===== src/rtl/div_sequencer.sv =====
// Multi-cycle restoring divider for the EX stage: div/divu/rem/remu with
// RISC-V divide-by-zero and signed-overflow results, flushable at any point.
module div_sequencer #(
  parameter int XLEN = 32
) (
  input  logic            clk,
  input  logic            rst,
  input  logic            start,
  input  logic [1:0]      divctl,
  input  logic [XLEN-1:0] op_a,
  input  logic [XLEN-1:0] op_b,
  input  logic            flush,
  output logic            busy,
  output logic            div_done,
  output logic [XLEN-1:0] result
);

  localparam int CW = $clog2(XLEN) + 1;
  localparam logic [CW-1:0]   LAST    = CW'(XLEN - 1);
  localparam logic [XLEN-1:0] MIN_NEG = {1'b1, {(XLEN-1){1'b0}}};

  // Handshake: start is taken only when the sequencer is idle and flush is
  // low; div_done is a one-cycle pulse with result valid in the same cycle,
  // and result holds its value until the next completed operation.
  typedef enum logic [1:0] {IDLE, ITER, FIX, DONE} state_t;

  state_t          state, state_nx;
  logic [1:0]      ctl;
  logic [XLEN-1:0] quo, rem, dvsr, result_q;
  logic            neg_q, neg_r;
  logic [CW-1:0]   cnt;

  logic            accept, is_signed, a_neg, b_neg, div_zero, ovf, take;
  logic [XLEN-1:0] a_abs, b_abs, quo_fix, rem_fix;
  logic [XLEN:0]   rem_sh, diff;

  always_comb begin
    is_signed = ~divctl[0];
    accept    = (state == IDLE) && start && !flush;
    a_neg     = is_signed && op_a[XLEN-1];
    b_neg     = is_signed && op_b[XLEN-1];
    a_abs     = a_neg ? ('0 - op_a) : op_a;
    b_abs     = b_neg ? ('0 - op_b) : op_b;
    div_zero  = (op_b == '0);
    ovf       = is_signed && (op_a == MIN_NEG) && (op_b == '1);
    // One extra bit keeps the partial remainder exact for divisors >= 2^(XLEN-1).
    rem_sh    = {rem, quo[XLEN-1]};
    diff      = rem_sh - {1'b0, dvsr};
    take      = !diff[XLEN];
    quo_fix   = (!ctl[0] && neg_q) ? ('0 - quo) : quo;
    rem_fix   = (!ctl[0] && neg_r) ? ('0 - rem) : rem;
  end

  always_comb begin
    state_nx = state;
    case (state)
      IDLE: if (accept) state_nx = (div_zero || ovf) ? DONE : ITER;
      ITER: if (cnt == LAST) state_nx = FIX;
      FIX:  state_nx = DONE;
      DONE: state_nx = IDLE;
      default: state_nx = IDLE;
    endcase
    if (flush) state_nx = IDLE;
  end

  always_ff @(posedge clk) begin
    if (rst) begin
      state    <= IDLE;
      ctl      <= '0;
      quo      <= '0;
      rem      <= '0;
      dvsr     <= '0;
      neg_q    <= 1'b0;
      neg_r    <= 1'b0;
      cnt      <= '0;
      result_q <= '0;
    end else begin
      state <= state_nx;
      case (state)
        IDLE: begin
          if (accept) begin
            ctl   <= divctl;
            quo   <= a_abs;
            dvsr  <= b_abs;
            rem   <= '0;
            cnt   <= '0;
            neg_q <= a_neg ^ b_neg;
            neg_r <= a_neg;
            if (div_zero)
              result_q <= divctl[1] ? op_a : '1;
            else if (ovf)
              result_q <= divctl[1] ? '0 : op_a;
          end
        end
        ITER: begin
          rem <= take ? diff[XLEN-1:0] : rem_sh[XLEN-1:0];
          quo <= {quo[XLEN-2:0], take};
          cnt <= cnt + CW'(1);
        end
        FIX: begin
          // A flush here must leave the previous result visible.
          if (!flush) begin
            quo      <= quo_fix;
            rem      <= rem_fix;
            result_q <= ctl[1] ? rem_fix : quo_fix;
          end
        end
        default: ;
      endcase
    end
  end

  assign busy     = (state != IDLE);
  assign div_done = (state == DONE);
  assign result   = result_q;

endmodule


===== config.mk =====
export PLATFORM = sky130hd
export DESIGN_NAME = div_sequencer
export DESIGN_NICKNAME = d
export VERILOG_FILES = /design/src/rtl/div_sequencer.sv
export SDC_FILE = /design/constraint.sdc
export NUM_CORES = 1
export LEC_CHECK = 0
export CORE_ASPECT_RATIO = 1.4
export CORE_MARGIN = 4
export CORE_UTILIZATION = 55
export CTS_CLUSTER_DIAMETER = 30
export DETAILED_ROUTE_END_ITERATION = 8
export GPL_ROUTABILITY_DRIVEN = 0
export PLACE_DENSITY = 0.74
export SLEW_MARGIN = 10
export SYNTH_ARGS = -nofsm -noshare
export SYNTH_HDL_FRONTEND = slang
export SYNTH_SLANG_ARGS = --single-unit

===== constraint.sdc =====
create_clock -name clk -period 11.5 [get_ports clk]
set_input_delay 3.45 -clock clk [delete_from_list [all_inputs] [get_ports clk]]
set_output_delay 3.45 -clock clk [all_outputs]
set_load 0.01 [all_outputs]

==> reports/qor.yml, run 1 <==
synthesis:
  yosysCellCount: 1635
  mappedNetlistArea_sq_um: 11880
critical_path:
  cp_data_required_time_ps: 11840
  crit_start: "op_b[1]"
  critical_path_peak_fanout: 38
  total_number_of_cells_along_the_worst_setup_path: 12
  critPathBufInv: 2
cells_and_area:
  area_dominant_class: "multi-input combinational cells"
  comb_area_share_pct: 61.42
  comb_cell_area_sq_um: 8346
  final_layout_size_suffix_gt1_share_pct: 5.582
  logic_gates: 1309
  fillCellCount: 1928
  syn_to_final_growth_pct: 14.34
  final_common_cell: "nor2_1"
floorplanning:
  die-width_um: 132.2
  tapcell.inserted: 260
  fp.dieH_um: 181.9
  ios: 104
  placeableCoreArea_sq_um: 21200
min_path:
  min_delay_worst_endpoint: "dvsr[26]"
timing:
  setup_repair_after_global_routing_missed_its_margin: "false"
  hold_viol: 0
  slew_violations: 0
grt:
  grt_start_max_net_pins: 64
  groute.layer.met2.usage_pct: 55.71
  grt_util_all_layers_pct: 31.65
  grt-busiest-layer: "met2"
  antenna_found_initial: 1
power_and_ir_drop:
  worst_ir_drop_vdd_uv: 104.7
  leak_nw: 4.900
  pg_clk_mw: 0.659
  powerComb_mw: 0.303
  seq_power_mw: 0.530
clock_network:
  clock_latency_on_the_worst_skew_pair_ps: 450
  clockRootBuffer: "clkbuf_16"
  path_clk_slew_ps: 60
  tritoncts_clock_tree: "built"
drt:
  drc: 0
outcome:
  run_status: "completed"
## run 1: Yosys cell counts (5+ instances only)
master / count / area (sq um)
o21bai_1: 5 / 37.54
nor3_1: 61 / 305.3
nand4_1: 21 / 131.4
a311oi_1: 6 / 52.55
xnor2_1: 75 / 656.9
a211oi_1: 57 / 427.9
a2111oi_0: 22 / 192.7
maj3_1: 17 / 170.2
buf_6: 6 / 67.56
xor2_1: 69 / 604.3
o211ai_1: 10 / 75.07
o22ai_1: 14 / 87.58
o41ai_1: 12 / 105.1
clkbuf_1: 109 / 409.1
or4_1: 9 / 67.56
nor4_1: 20 / 125.1
o21a_1: 9 / 67.56
nand2_1: 124 / 465.5
buf_1: 5 / 18.77
a31oi_1: 16 / 100.1
a32oi_1: 5 / 43.79
o31ai_1: 18 / 135.1
a211o_1: 5 / 43.79
and2_1: 9 / 56.30
nand3_1: 23 / 115.1
mux2i_1: 15 / 150.1
o21ai_0: 93 / 465.5
nand2b_1: 18 / 112.6
a22oi_1: 12 / 90.09
nor2b_1: 12 / 75.07
a211oi_2: 12 / 150.1
dfxtp_1: 140 / 2803
or3_1: 19 / 118.9
a21oi_1: 153 / 765.7
a21o_1: 15 / 112.6
a221oi_1: 28 / 245.2
inv_1: 57 / 214.0
and3_1: 13 / 81.33
ha_1: 42 / 525.5
nor2_1: 208 / 780.8
## run 1: cell families after synthesis
kind of cell	after synthesis	share of synthesized area [%]
compound gates	526	29.51
xor+xnor	144	10.61
fa+ha+maj	60	6.022
buf+inv	186	6.380
flops	140	23.58
mux	15	1.263
simple gates	564	22.63
## run 1: through the flow
step	total power, mW	instance area [sq um]
after floorplan	0.7349	11880
after global placement	0.8292	12890
after detailed placement	0.8345	12890
after CTS	1.486	13590
after global routing	1.546	13590
final	1.492	13590
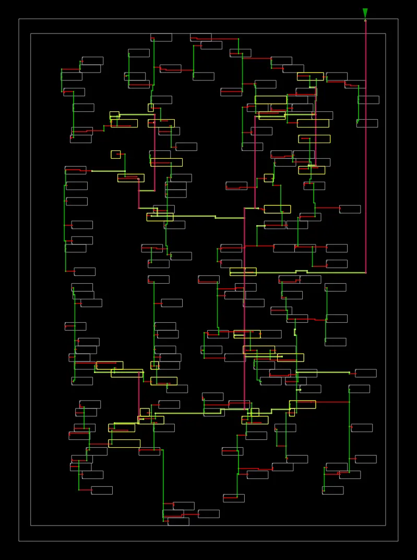
**Above:** run 1 (clock nets).
total clock sinks: 140
Clock Skews: 10.76 ps

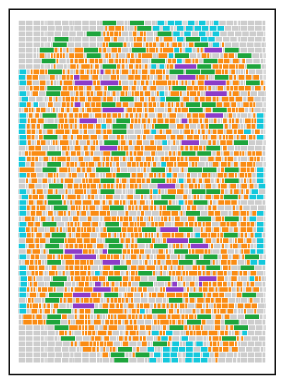
**Above:** run 1 (cells colored by class).
Scale: 2 px per um. Fill, decap, tap and diode cells in gray.
- cyan: remaining buffers and delay cells (cells 125; share of their area 9.0%)
- green: sequential cells (cells 140; share of their area 21%)
- orange: combinational and other logic (cells 1369; share of their area 65%)
- purple: clock drivers and dummy loads (cells 32; share of their area 5.2%)

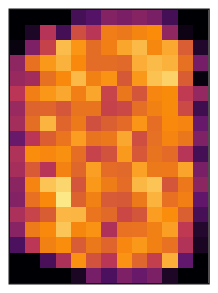
**Above:** run 1 (placement density heat map).
Scale: 1.5 px per um. The die is cut into 13 by 18 equal tiles; black is low, pale yellow is high, 0 to 100% covered.
- tiles over 75% full: 20%
- mean over tiles: 55%
- nearly empty tiles: 7.3%
- fullest tile: 95%

**Run 1: close-up of the layout**

Window x 54 to 79, y 78 to 103 um. Cells in gray, sequential cells in the stronger gray; small squares are vias.
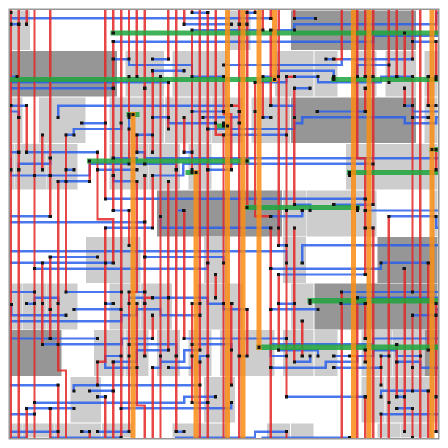

==> run 2, diff against run 1 <==
CORE_UTILIZATION = 54   (was 55)
PLACE_DENSITY = 0.75   (was 0.74)
clock period = 6.5 ns   (was 11.5 ns; I/O delays follow)
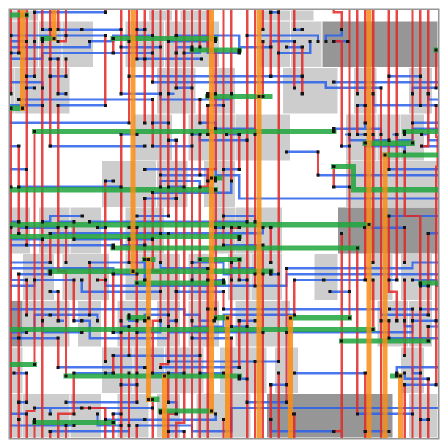
**Above:** run 2 (close-up of the layout).
Window x 54 to 79, y 79 to 104 um. Cells in gray, sequential cells in the stronger gray; small squares are vias.
- orange: metal 4
- blue: metal 1
- green: metal 3
- red: metal 2
- sequential cells in the window: 3
- cells with their middle in the window: 61
- most frequent: a21oi_1 (11), nor2_1 (10), nand2_1 (6)

==> run 2 against run 1 <==
  * Via count is 0.38% higher
  * Utilization decreased by 1.6 points
  * Combinational power grew 78%
  * Clock-buffer cell count increased by 8
  * Global-route usage is 0.45 points lower
  * Register-to-register slack worse by 4900 ps
  * Sequential share of layout area hardly changed
  * Critical endpoint is now result[8]
==> reports/qor.yml, run 2 <==
floorplanning:
  fp.dieH_um: 183.5  # +0.88%
  die-width_um: 133.4  # +0.87%
  ios: 104  # unchanged
  tapcell.inserted: 297  # +14%
  placeableCoreArea_sq_um: 21780  # +2.7%
power_and_ir_drop:
  worst_ir_drop_vdd_uv: 181.8  # +74%
  internal-power_mw: 1.777
  leak_nw: 4.909  # +0.18%
  report.power.total_mw: 2.527  # +69%
  sequential_fraction_of_design_power_pct: 37.0
  switching_power_mw: 0.7502
critical_path:
  cp_data_required_time_ps: 6790  # -5050 ps
  crit_start: "op_b[0]"
  critical_path_peak_fanout: 18  # -53%
cells_and_area:
  area_dominant_class: "multi-input combinational cells"
  logic_gates: 1309  # unchanged
  fillCellCount: 2063  # +7.0%
  comb_cell_area_sq_um: 8346  # unchanged
  final_common_cell: "nor2_1"
  comb_area_share_pct: 61.33  # -0.085 points
  syn_to_final_growth_pct: 14.50
  final_layout_size_suffix_gt1_share_pct: 5.749  # +0.17 points
  clock_cell_area_share_pct: 4.634
timing:
  hold_viol: 0  # unchanged
  fin_crit_ps: 5463
  setup_repair_after_global_routing_missed_its_margin: "false"
  slew_violations: 0  # unchanged
  slew_headroom_pct: 26.13
  setup_viol_count_final: 0
  period_used_pct: 84.05
  setup_slack_ps: 1037
synthesis:
  common_cells: "nor2_1 (208), a21oi_1 (153), dfxtp_1 (140), nand2_1 (124), clkbuf_1 (109)"
  synth_cell_type_count: 78
  post_synth_inst_count: 1635
  top_cells_by_area: "dfxtp_1 (24%), nor2_1 (6.6%), a21oi_1 (6.4%)"
  synthDominantAreaCellType: "dfxtp_1"
  synthDominantCellAreaShare_pct: 23.58  # unchanged
  synth_flop_count: 140
  mappedNetlistArea_sq_um: 11880  # unchanged
  netlist.top_cell.by_instances: "nor2_1"
  yosysCellCount: 1635  # unchanged
  ys_area_sq_um: 11880
  flop_cell: "dfxtp_1"
placed_design:
  hpwl_um: 28830
  io_buffers: 103
  placed_cells_incl_taps: 1936
clock_network:
  post_cts_resize_count: 0
  clockRootBuffer: "clkbuf_16"
  path_clk_slew_ps: 60  # about the same
  clock_latency_on_the_worst_skew_pair_ps: 440  # about the same
  tritoncts_num_sinks: 140  # unchanged
  tritoncts_clock_tree: "built"
drt:
  drc: 0  # unchanged
  first_iter_violations: 1200
grt:
  groute.layer.met2.usage_pct: 54.37  # -1.3 points
  grt-busiest-layer: "met2"
  antenna_found_initial: 1  # unchanged
  grt_start_max_net_pins: 70  # +9.4%
  grt_util_all_layers_pct: 31.20  # -0.45 points
outcome:
  run_status: "completed"
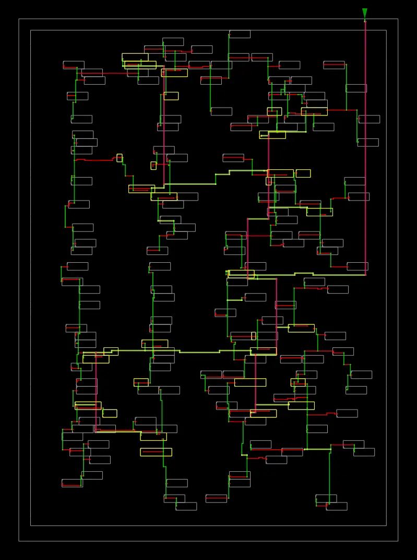
**Above:** run 2 (clock nets).
Clock Skews: 9.406 ps
cts bufs inserted: 17
total of clock buffers placed in the layout: 25

run 2: worst min-delay path by stage:
| stage | endpoint | cells past startpoint | from |
|---|---|---|---|
| after global placement | dvsr[26] | 2 | dvsr[26] |
| after detailed placement | dvsr[26] | 2 | dvsr[26] |
| after floorplan | dvsr[26] | 2 | dvsr[26] |
| final | dvsr[26] | 2 | dvsr[26] |
| after CTS | dvsr[31] | 2 | dvsr[31] |
| after global routing | dvsr[31] | 2 | dvsr[31] |
run 2: power groups by stage:
| stage | sequential (mW) | clock (mW) | combinational (mW) |
|---|---|---|---|
| 3_3_place_gp | 0.951 | 0 | 0.517 |
| 2_1_floorplan | 0.937 | 0 | 0.363 |
| 6_report | 0.936 | 1.05 | 0.540 |
| 3_5_place_dp | 0.952 | 0 | 0.526 |
| 5_1_grt | 0.941 | 1.09 | 0.589 |
| 4_1_cts | 0.934 | 1.06 | 0.530 |
run 2: critical path: cells and delay by family:
kind	cells	cell delay (ps)
AND-OR/OR-AND	3	680
AND/OR/NAND/NOR	6	2040
adder cells (fa/ha/maj)	1	200
buffers and inverters	3	870
run 2: cell families after synthesis:
| logic type | Yosys count | synth area share (%) |
|---|---|---|
| AOI/OAI and AO/OA | 526 | 29.51 |
| adders and majority gates | 60 | 6.022 |
| muxes | 15 | 1.263 |
| DFF | 140 | 23.58 |
| and+or+nand+nor | 564 | 22.63 |
| xor gates and xnor gates | 144 | 10.61 |
| buffers and inverters | 186 | 6.380 |
run 2: metrics by stage:
step	hold slack, ps	area (sq um)
after floorplan	431.9	11880
after global placement	441.3	12980
after detailed placement	445.6	12980
after CTS	452.3	13610
after global routing	472.1	13610
final	451.5	13610
==> run 3, diff against run 2 <==
CORE_UTILIZATION = 55   (was 54)
PLACE_DENSITY = 0.74   (was 0.75)
clock period = 5.1 ns   (was 6.5 ns; I/O delays follow)
==> run 3 against run 2 <==
  * Combinational power up 28%
  * Sequential power up 27%
  * Via count about the same
  * Hold slack worse by 1.9 ps
  * Utilization up 1.7 points
  * Cell count down 1.2%
  * Synthesized cell count unchanged
  * Global-route usage up 0.38 points
  * Critical endpoint is now result[24]
==> reports/qor.yml, run 3 <==
power_and_ir_drop:
  worst_ir_drop_vdd_uv: 247.9  # +36%
  report.power.total_mw: 3.014  # +19%
  leak_nw: 4.940  # +0.63%
  switching_power_mw: 0.9259  # +23%
  internal-power_mw: 2.088  # +17%
  power_dens_cells_nw_per_um2: 221.5
  sequential_fraction_of_design_power_pct: 39.6  # +2.6 points
cells_and_area:
  fillCellCount: 1927  # -6.6%
  n_all_buffers: 146
  seq-cell-share_pct: 20.60
  final_common_cell: "nor2_1"
  clock_cell_area_share_pct: 3.816  # -0.82 points
  layout.core_utilization_pct: 64.17
  logic_gates: 1309  # unchanged
  syn_to_final_growth_pct: 14.50  # unchanged
  mostFrequentLayoutCells: "nor2_1 (207), a21oi_1 (153), dfxtp_1 (140)"
  area_dominant_class: "multi-input combinational cells"
  layout.clock_buffers: 26  # +4.0%
  comb_cell_area_sq_um: 8346  # unchanged
  non_clock_inverter_count: 60
  final_layout_size_suffix_gt1_share_pct: 6.298  # +0.55 points
  comb_area_share_pct: 61.33  # unchanged
synthesis:
  topCombFamilyByArea: "AND-OR/OR-AND gates"
  ys_area_sq_um: 11880  # unchanged
  yosysCellCount: 1635  # unchanged
  yosys-mux-area-fraction_pct: 1.263  # unchanged
  synth_cell_type_count: 78  # unchanged
  synthDominantAreaCellType: "dfxtp_1"
  simple_gate_area_share_pct: 22.63  # unchanged
  netlist.top_cell.by_instances: "nor2_1"
  synth_flop_count: 140  # unchanged
  synthDominantCellAreaShare_pct: 23.58  # unchanged
  synth.cellmix.compoundShare_pct: 29.51  # unchanged
  common_cells: "nor2_1 (208), a21oi_1 (153), dfxtp_1 (140), nand2_1 (124), clkbuf_1 (109)"
  flop_cell: "dfxtp_1"
  top_cells_by_area: "dfxtp_1 (24%), nor2_1 (6.6%), a21oi_1 (6.4%)"
  mappedNetlistArea_sq_um: 11880  # unchanged
  synthAdderAreaFrac_pct: 6.022  # unchanged
  postSynthAreaPerCell_sq_um: 7.268
  enable_flop_cells: 0
  synth.cellmix.xorXnorShare_pct: 10.61  # unchanged
  post_synth_inst_count: 1635  # unchanged
clock_network:
  path_clk_slew_ps: 60  # about the same
  clock_latency_on_the_worst_skew_pair_ps: 440  # about the same
  post_cts_resize_count: 0  # unchanged
  tritoncts_num_sinks: 140  # unchanged
  tritoncts_clock_tree: "built"
  cts-buffers-inserted: 17  # unchanged
  clockRootBuffer: "clkbuf_16"
floorplanning:
  placeableCoreArea_sq_um: 21200  # -2.6%
  die-width_um: 132.2  # -0.86%
  ios: 104  # unchanged
  tapcell.inserted: 260  # -12%
  fp.dieH_um: 181.9  # -0.87%
  floorplan.initialDensity_pct: 56.05
drt:
  first_iter_violations: 1221  # +1.8%
  wl_met2_um: 19040
  ant_nets: 0
  maxUsedRoutingLayer: "met4"
  vias: 12710
  drc: 0  # unchanged
min_path:
  hold-path-cell-count: 2  # unchanged
  holdCritStartpoint: "dvsr[26]"
grt:
  grt_util_all_layers_pct: 31.58  # +0.38 points
  antenna_found_initial: 0  # -1
  grt_start_max_net_pins: 73  # +4.3%
  globalRoute.totalOverflow: 0
  grt_first_pass_wirelength_um: 61380
critical_path:
  reg2reg_from: "quo[4]"
  crit_start: "op_b[0]"
  cp_data_required_time_ps: 5460  # -1330 ps
  critPathCaptureType: "flop"
  critical_path_peak_fanout: 7  # -11
timing:
  fin_crit_ps: 4644
  hold_viol: 0  # unchanged
  setup_viol_count_final: 0  # unchanged
  worst_clock_skew_ps: 10.19  # +0.7884 ps
  setup_slack_ps: 456.1  # -580.5 ps
  slew_headroom_pct: 31.93  # +5.8 points
  slew_violations: 0  # unchanged
  period_used_pct: 91.06
  setup_repair_after_global_routing_missed_its_margin: "false"
outcome:
  run_status: "completed"
placed_design:
  placed_cells_incl_taps: 1915  # -1.1%
  io_buffers: 103  # unchanged
  hpwl_um: 29100  # +0.92%
[run 3: netlist changes by cell type in the layout (fill, tap and decap cells not counted)]
cell,before,now
ha_1,41,40
buf_4,28,41
ha_2,1,2
nor2b_1,11,12
clkbuf_1,1,4
clkbuf_8,7,5
bufinv_16,3,0
nor2b_2,1,0
clkinv_2,3,2
buf_12,0,3
[run 3: power by group through the flow]
| stage | clock network, mW | registers (mW) | logic [mW] |
|---|---|---|---|
| 6_report | 1.13 | 1.19 | 0.690 |
| 5_1_grt | 1.18 | 1.20 | 0.754 |
| 4_1_cts | 1.15 | 1.19 | 0.680 |
| 3_5_place_dp | 0 | 1.21 | 0.676 |
| 3_3_place_gp | 0 | 1.21 | 0.668 |
| 2_1_floorplan | 0 | 1.19 | 0.462 |
[run 3: worst min path at each step]
stage / to / slack, ps
2_1_floorplan: dvsr[26] / 430
3_3_place_gp: dvsr[31] / 440
3_5_place_dp: dvsr[26] / 450
4_1_cts: dvsr[26] / 450
5_1_grt: dvsr[26] / 470
6_report: dvsr[26] / 450
[run 3: critical path, cell delays in order]
cell             delay, ps
clkdlybuf4s50_1        410
inv_1                   60
ha_1                   180
or4b_1                 510
or4_4                  550
nand3b_4               230
or3_1                  440
o21ai_4                 90
nand3_2                130
a21o_1                 290
buf_4                  190
a211o_1                240
a21oi_2                130
[run 3: routing by layer]
metal | track usage (%) | vias up
met5 | 0 | -
met4 | 20.97 | 0
met3 | 5.516 | 166
met2 | 55.24 | 627
met1 | 34.97 | 5874
li1 | - | 6046
[run 3: metrics by stage]
stage	hold WS, ps	area (sq um)
6_report	449.6	13610
5_1_grt	472.9	13610
4_1_cts	454.1	13610
3_5_place_dp	448.5	13090
3_3_place_gp	441.3	13090
2_1_floorplan	431.9	11880
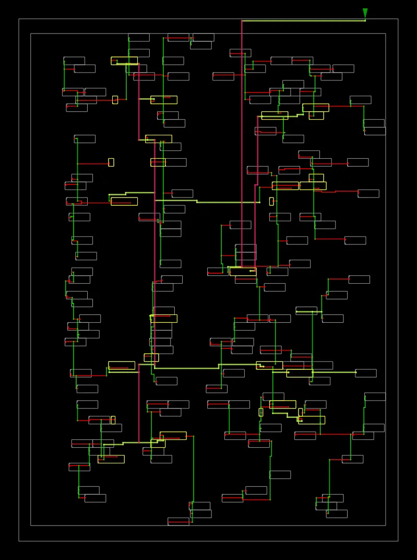
**Above:** run 3 (clock nets).
clock network power: 1.13 mW
number of flip-flops and latches: 140

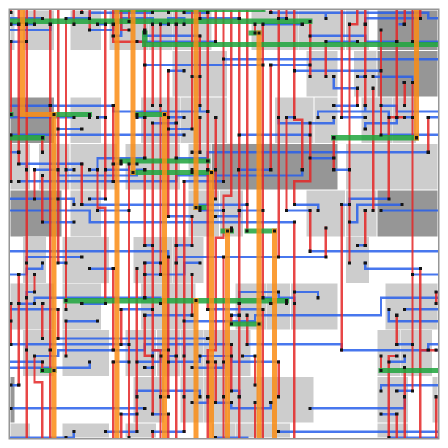
**Above:** run 3 (close-up of the layout).
Window x 54 to 79, y 78 to 103 um. Cells in gray, sequential cells in the stronger gray; small squares are vias.
- orange: metal 4
- green: metal 3
- blue: metal 1
- red: metal 2
- cells with their middle in the window: 56
- netlist names of flops here include: `neg_r` (1)
- most frequent: a21oi_1 (10), nor2_1 (8), nand2_1 (7)
- sequential cells in the window: 1

Power is estimated from default activity; no workload was simulated.
